Figure 1. Clock distribution.
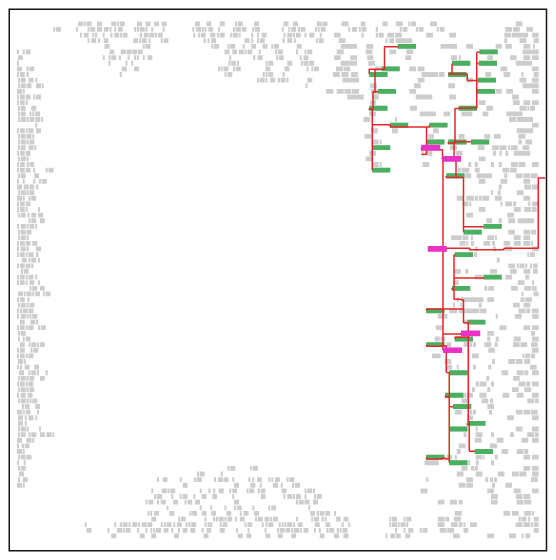
Figure 2. Track usage over the die.
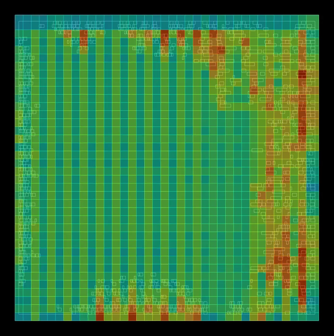
Figure 3. Routed metal, one color a layer.
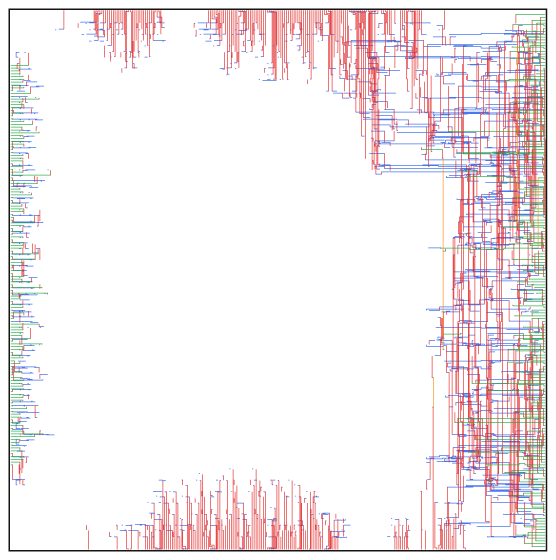
Figure 4. Floorplan with the power grid.
The bar under the picture is 100 um long. Pins as bars on the die edge. Tap cells in gray.
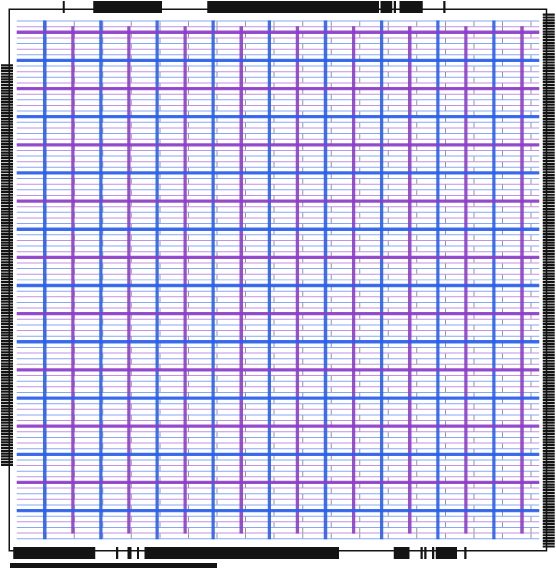
==> config.mk <==
export PLATFORM = sky130hd
export DESIGN_NAME = axilite_regbank
export DESIGN_NICKNAME = d
export VERILOG_FILES = /design/src/rtl/axilite_regbank_pkg.sv /design/src/rtl/axilite_regbank_word.sv /design/src/rtl/axilite_regbank.sv
export SDC_FILE = /design/constraint.sdc
export NUM_CORES = 1
export LEC_CHECK = 0
export CORE_AREA = 3 3 256 258
export CTS_BUF_LIST = sky130_fd_sc_hd__clkbuf_16
export CTS_CLUSTER_DIAMETER = 60
export DETAILED_ROUTE_END_ITERATION = 10
export DIE_AREA = 0 0 259 261
export GPL_TIMING_DRIVEN = 0
export HOLD_SLACK_MARGIN = 0.15
export PLACE_DENSITY = 0.33
export SYNTH_ARGS = -nofsm -noshare
export SYNTH_HDL_FRONTEND = slang
export SYNTH_SLANG_ARGS = --single-unit
==> constraint.sdc <==
create_clock -name clk -period 2.6 [get_ports clk]
set_input_delay 0.65 -clock clk [delete_from_list [all_inputs] [get_ports clk]]
set_output_delay 0.65 -clock clk [all_outputs]
set_load 0.02 [all_outputs]
==> src/rtl/axilite_regbank_pkg.sv <==
// Shared types and elaboration helpers for the parametrised register bank.
// Covers FSM state encoding, byte-address to word-index decode and access-mask sanity checking.
package regbank_pkg;

  typedef enum logic [1:0] {
    IDLE,
    WACK,
    RACK
  } state_t;

  typedef logic [63:0] widx_t;

  localparam int unsigned MASK_MAX_W = 8192;
  typedef logic [MASK_MAX_W-1:0] mask_t;

  function automatic widx_t word_idx(input logic [63:0] byte_addr);
    return byte_addr >> 2;
  endfunction

  // A bit claimed by an earlier mask and again by a later one is an overlap.
  function automatic logic masks_overlap(input mask_t rw, input mask_t wo, input mask_t w1c,
                                         input mask_t rc, input mask_t pulse);
    mask_t seen;
    mask_t ovl;
    seen = rw;
    ovl  = '0;
    ovl  = ovl | (seen & wo);
    seen = seen | wo;
    ovl  = ovl | (seen & w1c);
    seen = seen | w1c;
    ovl  = ovl | (seen & rc);
    seen = seen | rc;
    ovl  = ovl | (seen & pulse);
    return |ovl;
  endfunction

endpackage

==> src/rtl/axilite_regbank_word.sv <==
// One register word: RW/WO storage, W1C/RC sticky capture, write pulses and clear strobes.
// Masks are per-word slices; bits in no mask are read-only views of hw_in.
module regbank_word #(
  parameter int unsigned       DATA_W     = 32,
  parameter logic [DATA_W-1:0] RW_MASK    = '0,
  parameter logic [DATA_W-1:0] WO_MASK    = '0,
  parameter logic [DATA_W-1:0] W1C_MASK   = '0,
  parameter logic [DATA_W-1:0] RC_MASK    = '0,
  parameter logic [DATA_W-1:0] PULSE_MASK = '0,
  parameter logic [DATA_W-1:0] RST_VAL    = '0
) (
  input  logic              clk,
  input  logic              rst,
  input  logic              wr_en,
  input  logic [DATA_W-1:0] wr_data,
  input  logic [DATA_W-1:0] wr_be,
  input  logic              rd_en,
  input  logic [DATA_W-1:0] hw_in,
  output logic [DATA_W-1:0] hw_out,
  output logic [DATA_W-1:0] hw_pulse,
  output logic [DATA_W-1:0] hw_clr,
  output logic [DATA_W-1:0] sticky,
  output logic [DATA_W-1:0] rd_val
);

  localparam logic [DATA_W-1:0] STORE_M  = RW_MASK | WO_MASK;
  localparam logic [DATA_W-1:0] STICKY_M = W1C_MASK | RC_MASK;
  localparam logic [DATA_W-1:0] RO_M     = ~(RW_MASK | WO_MASK | W1C_MASK | RC_MASK | PULSE_MASK);

  logic [DATA_W-1:0] store_q, store_d;
  logic [DATA_W-1:0] sticky_q, sticky_d;
  logic [DATA_W-1:0] pulse_q, pulse_d;
  logic [DATA_W-1:0] clr_q, clr_d;
  logic [DATA_W-1:0] clr_req;

  always_comb begin
    store_d = store_q;
    pulse_d = '0;
    clr_req = '0;
    if (wr_en) begin
      store_d = (store_q & ~(wr_be & STORE_M)) | (wr_data & wr_be & STORE_M);
      clr_req = wr_data & wr_be & W1C_MASK;
      pulse_d = wr_data & wr_be & PULSE_MASK;
    end
    if (rd_en) begin
      clr_req = clr_req | RC_MASK;
    end
    // hw_in is OR-ed in after the clear, so a same-cycle set wins.
    sticky_d = ((sticky_q & ~clr_req) | hw_in) & STICKY_M;
    clr_d    = sticky_q & clr_req;
  end

  always_ff @(posedge clk or posedge rst) begin
    if (rst) begin
      store_q  <= RST_VAL & STORE_M;
      sticky_q <= '0;
      pulse_q  <= '0;
      clr_q    <= '0;
    end else begin
      store_q  <= store_d;
      sticky_q <= sticky_d;
      pulse_q  <= pulse_d;
      clr_q    <= clr_d;
    end
  end

  assign hw_out   = store_q;
  assign hw_pulse = pulse_q;
  assign hw_clr   = clr_q;
  assign sticky   = sticky_q;
  assign rd_val   = (store_q & RW_MASK) | sticky_q | (hw_in & RO_M);

endmodule

==> src/rtl/axilite_regbank.sv <==
// Parametrised register bank behind the axilite_slave memory-request interface.
// Holds the access FSM, address decode, read mux and masked interrupt reduction.
module axilite_regbank
  import regbank_pkg::*;
#(
  parameter int unsigned                ADDR_W     = 32,
  parameter int unsigned                DATA_W     = 32,
  parameter int unsigned                N_REGS     = 4,
  parameter logic [N_REGS*DATA_W-1:0]   RW_MASK    = '0,
  parameter logic [N_REGS*DATA_W-1:0]   WO_MASK    = '0,
  parameter logic [N_REGS*DATA_W-1:0]   W1C_MASK   = '0,
  parameter logic [N_REGS*DATA_W-1:0]   RC_MASK    = '0,
  parameter logic [N_REGS*DATA_W-1:0]   PULSE_MASK = '0,
  parameter logic [N_REGS*DATA_W-1:0]   RST_VAL    = '0,
  parameter logic [N_REGS*DATA_W-1:0]   IRQ_MASK   = '0
) (
  input  logic                       clk,
  input  logic                       rst,
  input  logic                       mem_w_req,
  input  logic [ADDR_W-1:0]          mem_w_addr,
  input  logic [DATA_W-1:0]          mem_w_data,
  input  logic [DATA_W/8-1:0]        mem_w_strb,
  output logic                       mem_w_ack,
  input  logic                       mem_r_req,
  input  logic [ADDR_W-1:0]          mem_r_addr,
  output logic [DATA_W-1:0]          mem_r_data,
  output logic                       mem_r_ack,
  output logic [N_REGS*DATA_W-1:0]   hw_out,
  input  logic [N_REGS*DATA_W-1:0]   hw_in,
  output logic [N_REGS*DATA_W-1:0]   hw_pulse,
  output logic [N_REGS*DATA_W-1:0]   hw_clr,
  output logic                       decode_err,
  output logic                       irq
);

  localparam int unsigned TOT_W  = N_REGS * DATA_W;
  localparam int unsigned STRB_W = DATA_W / 8;

  if ((DATA_W % 8) != 0) begin : g_bad_data_w
    $error("axilite_regbank: DATA_W must be a multiple of 8");
  end
  if (TOT_W > MASK_MAX_W) begin : g_bad_mask_w
    $error("axilite_regbank: N_REGS*DATA_W exceeds the mask checker width");
  end
  if (masks_overlap(mask_t'(RW_MASK), mask_t'(WO_MASK), mask_t'(W1C_MASK),
                    mask_t'(RC_MASK), mask_t'(PULSE_MASK))) begin : g_mask_overlap
    $error("axilite_regbank: access masks are not mutually exclusive");
  end

  state_t            state_q, state_d;
  logic              w_ack_q, w_ack_d;
  logic              r_ack_q, r_ack_d;
  logic              derr_q, derr_d;
  logic              irq_q, irq_d;
  logic [DATA_W-1:0] rdata_q, rdata_d;

  widx_t             w_idx, r_idx;
  logic              w_hit, r_hit;
  logic              wr_go, rd_go;
  logic [DATA_W-1:0] wr_be;
  logic [DATA_W-1:0] rd_mux;
  logic [N_REGS-1:0] wr_sel, rd_sel;
  logic [DATA_W-1:0] rd_val [N_REGS];
  logic [TOT_W-1:0]  sticky;

  always_comb begin
    w_idx = word_idx(64'(mem_w_addr));
    r_idx = word_idx(64'(mem_r_addr));
    w_hit = w_idx < widx_t'(N_REGS);
    r_hit = r_idx < widx_t'(N_REGS);
    for (int unsigned b = 0; b < STRB_W; b++) begin
      wr_be[b*8 +: 8] = {8{mem_w_strb[b]}};
    end
  end

  always_comb begin
    state_d = state_q;
    w_ack_d = 1'b0;
    r_ack_d = 1'b0;
    derr_d  = 1'b0;
    rdata_d = rdata_q;
    wr_go   = 1'b0;
    rd_go   = 1'b0;
    case (state_q)
      IDLE: begin
        if (mem_w_req) begin
          state_d = WACK;
          w_ack_d = 1'b1;
          derr_d  = !w_hit;
          wr_go   = 1'b1;
        end else if (mem_r_req) begin
          state_d = RACK;
          r_ack_d = 1'b1;
          derr_d  = !r_hit;
          rd_go   = 1'b1;
          rdata_d = rd_mux;
        end
      end
      WACK:    state_d = IDLE;
      RACK:    state_d = IDLE;
      default: state_d = IDLE;
    endcase
  end

  // Out-of-range indices match no word, so they select nothing and read as zero.
  always_comb begin
    rd_mux = '0;
    wr_sel = '0;
    rd_sel = '0;
    for (int unsigned i = 0; i < N_REGS; i++) begin
      if (r_idx == widx_t'(i)) begin
        rd_mux = rd_val[i];
      end
      wr_sel[i] = wr_go && (w_idx == widx_t'(i));
      rd_sel[i] = rd_go && (r_idx == widx_t'(i));
    end
  end

  assign irq_d = |(sticky & IRQ_MASK);

  always_ff @(posedge clk or posedge rst) begin
    if (rst) begin
      state_q <= IDLE;
      w_ack_q <= 1'b0;
      r_ack_q <= 1'b0;
      derr_q  <= 1'b0;
      irq_q   <= 1'b0;
      rdata_q <= '0;
    end else begin
      state_q <= state_d;
      w_ack_q <= w_ack_d;
      r_ack_q <= r_ack_d;
      derr_q  <= derr_d;
      irq_q   <= irq_d;
      rdata_q <= rdata_d;
    end
  end

  for (genvar i = 0; i < N_REGS; i++) begin : g_word
    regbank_word #(
      .DATA_W     (DATA_W),
      .RW_MASK    (RW_MASK[i*DATA_W +: DATA_W]),
      .WO_MASK    (WO_MASK[i*DATA_W +: DATA_W]),
      .W1C_MASK   (W1C_MASK[i*DATA_W +: DATA_W]),
      .RC_MASK    (RC_MASK[i*DATA_W +: DATA_W]),
      .PULSE_MASK (PULSE_MASK[i*DATA_W +: DATA_W]),
      .RST_VAL    (RST_VAL[i*DATA_W +: DATA_W])
    ) u_word (
      .clk      (clk),
      .rst      (rst),
      .wr_en    (wr_sel[i]),
      .wr_data  (mem_w_data),
      .wr_be    (wr_be),
      .rd_en    (rd_sel[i]),
      .hw_in    (hw_in[i*DATA_W +: DATA_W]),
      .hw_out   (hw_out[i*DATA_W +: DATA_W]),
      .hw_pulse (hw_pulse[i*DATA_W +: DATA_W]),
      .hw_clr   (hw_clr[i*DATA_W +: DATA_W]),
      .sticky   (sticky[i*DATA_W +: DATA_W]),
      .rd_val   (rd_val[i])
    );
  end

  assign mem_w_ack  = w_ack_q;
  assign mem_r_ack  = r_ack_q;
  assign mem_r_data = rdata_q;
  assign decode_err = derr_q;
  assign irq        = irq_q;

endmodule

==> impl_metrics.xml <==
<?xml version="1.0" encoding="UTF-8"?>
<metrics>
  <group name="outcome">
    <metric name="run_status" unit="">completed</metric>
  </group>
  <group name="detailed_routing">
    <metric name="maxUsedRoutingLayer" unit="">met4</metric>
    <metric name="antenna_left" unit="">0</metric>
    <metric name="dr_wl_met3" unit="um">2641</metric>
    <metric name="drt-met1-wl" unit="um">6460</metric>
  </group>
  <group name="global_routing">
    <metric name="initial_antenna_violation_count" unit="">1</metric>
    <metric name="grt-ovfl-total" unit="">0</metric>
  </group>
  <group name="final_layout">
    <metric name="sh_comb_area" unit="">0.2674</metric>
    <metric name="instances_no_fill" unit="">2056</metric>
    <metric name="seq_area_frac" unit="">0.09078</metric>
    <metric name="layout.comb_gates.multi_input" unit="">531</metric>
    <metric name="most_common_logic_cell_in_the_routed_design" unit="">buf_4</metric>
    <metric name="logic_area" unit="sq um">2728</metric>
    <metric name="non_clock_inverter_count" unit="">3</metric>
    <metric name="final_net_count" unit="">1441</metric>
    <metric name="syn2layout_area_growth" unit="%">95.21</metric>
  </group>
  <group name="synth">
    <metric name="synth.top_cell.area_share" unit="">0.5532</metric>
    <metric name="synthesis.yosys.warnings" unit="">0</metric>
    <metric name="ys_area" unit="sq um">5225</metric>
    <metric name="yosys_most_used_dff" unit="">dfrtp_1</metric>
    <metric name="syn_area_per_cell" unit="sq um">8.811</metric>
    <metric name="post_synth_inst_count" unit="">593</metric>
    <metric name="yosys.area_share.adder" unit="">0</metric>
    <metric name="synth.yosys.num_cells" unit="">593</metric>
    <metric name="synth_xor_xnor_area_share" unit="">0</metric>
    <metric name="enable_flop_cells" unit="">0</metric>
    <metric name="netlist-cell-type-count" unit="">25</metric>
    <metric name="postSynth.asyncResetShare" unit="">1.000</metric>
  </group>
  <group name="cts">
    <metric name="cts_htree_levels" unit="">2</metric>
    <metric name="cts_buffer_depth" unit="">2</metric>
    <metric name="cts_hold_buffers" unit="">0</metric>
  </group>
  <group name="timing">
    <metric name="timing.fmax" unit="MHz">404.4</metric>
    <metric name="grt_setup_unrepaired" unit="">no</metric>
    <metric name="post-route-min-period" unit="ps">2473</metric>
    <metric name="hold_violations" unit="">0</metric>
  </group>
  <group name="worst_setup_path">
    <metric name="critical-path-top-delay-family" unit="">buffers and inverters</metric>
    <metric name="required" unit="ps">2770</metric>
    <metric name="critPathMostFrequentCell" unit="">buf_6</metric>
    <metric name="worstPathBufferInverterCount" unit="">5</metric>
    <metric name="crit_path_cell_trace" unit="">clkdlybuf4s50_1 -&gt; or4b_4 -&gt; buf_6 -&gt; clkinv_2 -&gt; and4_1 -&gt; buf_6 -&gt; nand4_4 -&gt; buf_8 -&gt; a2bb2oi_1</metric>
  </group>
  <group name="placement">
    <metric name="place.gp.congestion" unit="">0.7423</metric>
    <metric name="port_buffers" unit="">222</metric>
  </group>
  <group name="floorplanning">
    <metric name="floorplanUtilization" unit="">0.08268</metric>
    <metric name="design.die.area" unit="sq um">67600</metric>
  </group>
  <group name="worst_hold_path">
    <metric name="whs_path_depth" unit="">1</metric>
  </group>
</metrics>
Back to the opening pictures, Figure 1:
Key: magenta = cells driving clock nets [count 5]; red = clock wires [length 735 um]; green = flip-flops [count 37]
Position of the flops: a vertical strip on the right.
worst clock skew on the final layout: 9.684 ps
clock share of power: 0.257
Late-Pin Clk Latency: 290 ps
Clk power: 0.000708 W

Back to the opening pictures, Figure 2:
routing usage on met3: 0.01683
busiest grt layer: met2
Tot GR Track Use: 0.05658
Final Core Density: 0.1614
GRT met2 Usage: 0.1253

Back to the opening pictures, Figure 3:
Key: orange = met4 [wire length 232 um]; blue = met1 [wire length 6460 um]; green = met3 [wire length 2640 um]; red = met2 [wire length 13000 um]
final wirelength: 22320 um
Routed wire per std cell: 10.85 um
via count: 4836

Back to the opening pictures, Figure 4:
Key: purple = VDD; blue = VSS
The core has 92 rows. 846 tap cells.
horizontal die dimension: 259 um
die height: 261 um
area of the placeable core: 63200 sq um
Max VDD drop: 190.5 uV

state kept, by name, indices dropped and copies added, names as in the netlist:
register / cells
decode_err: 1
state_q: 2
mem_r_ack: 1
mem_w_ack: 1
mem_r_data: 32
metrics by stage:
stage	setup TNS [ps]	setup slack, ps	cell area, sq um	hold slack (ps)
2_1_floorplan	0	416.1	6666	423.5
3_3_place_gp	-7240	-384.8	9947	438.5
3_5_place_dp	-7951	-397.1	9967	452.3
4_1_cts	0	8.004	10180	459.8
5_1_grt	0	53.70	10200	494.6
6_report	0	127.2	10200	467.8
report_power, final:
part,switching (W),leakage [nW],internal [W]
Sequential,0.00000308,0.511,0.000582
Combinational,0.000747,4.73,0.000718
Clock,0.000259,0.0775,0.000450
Total,0.00101,5.32,0.00175
Power figures rest on the tool's default switching activity, not on a simulated workload.
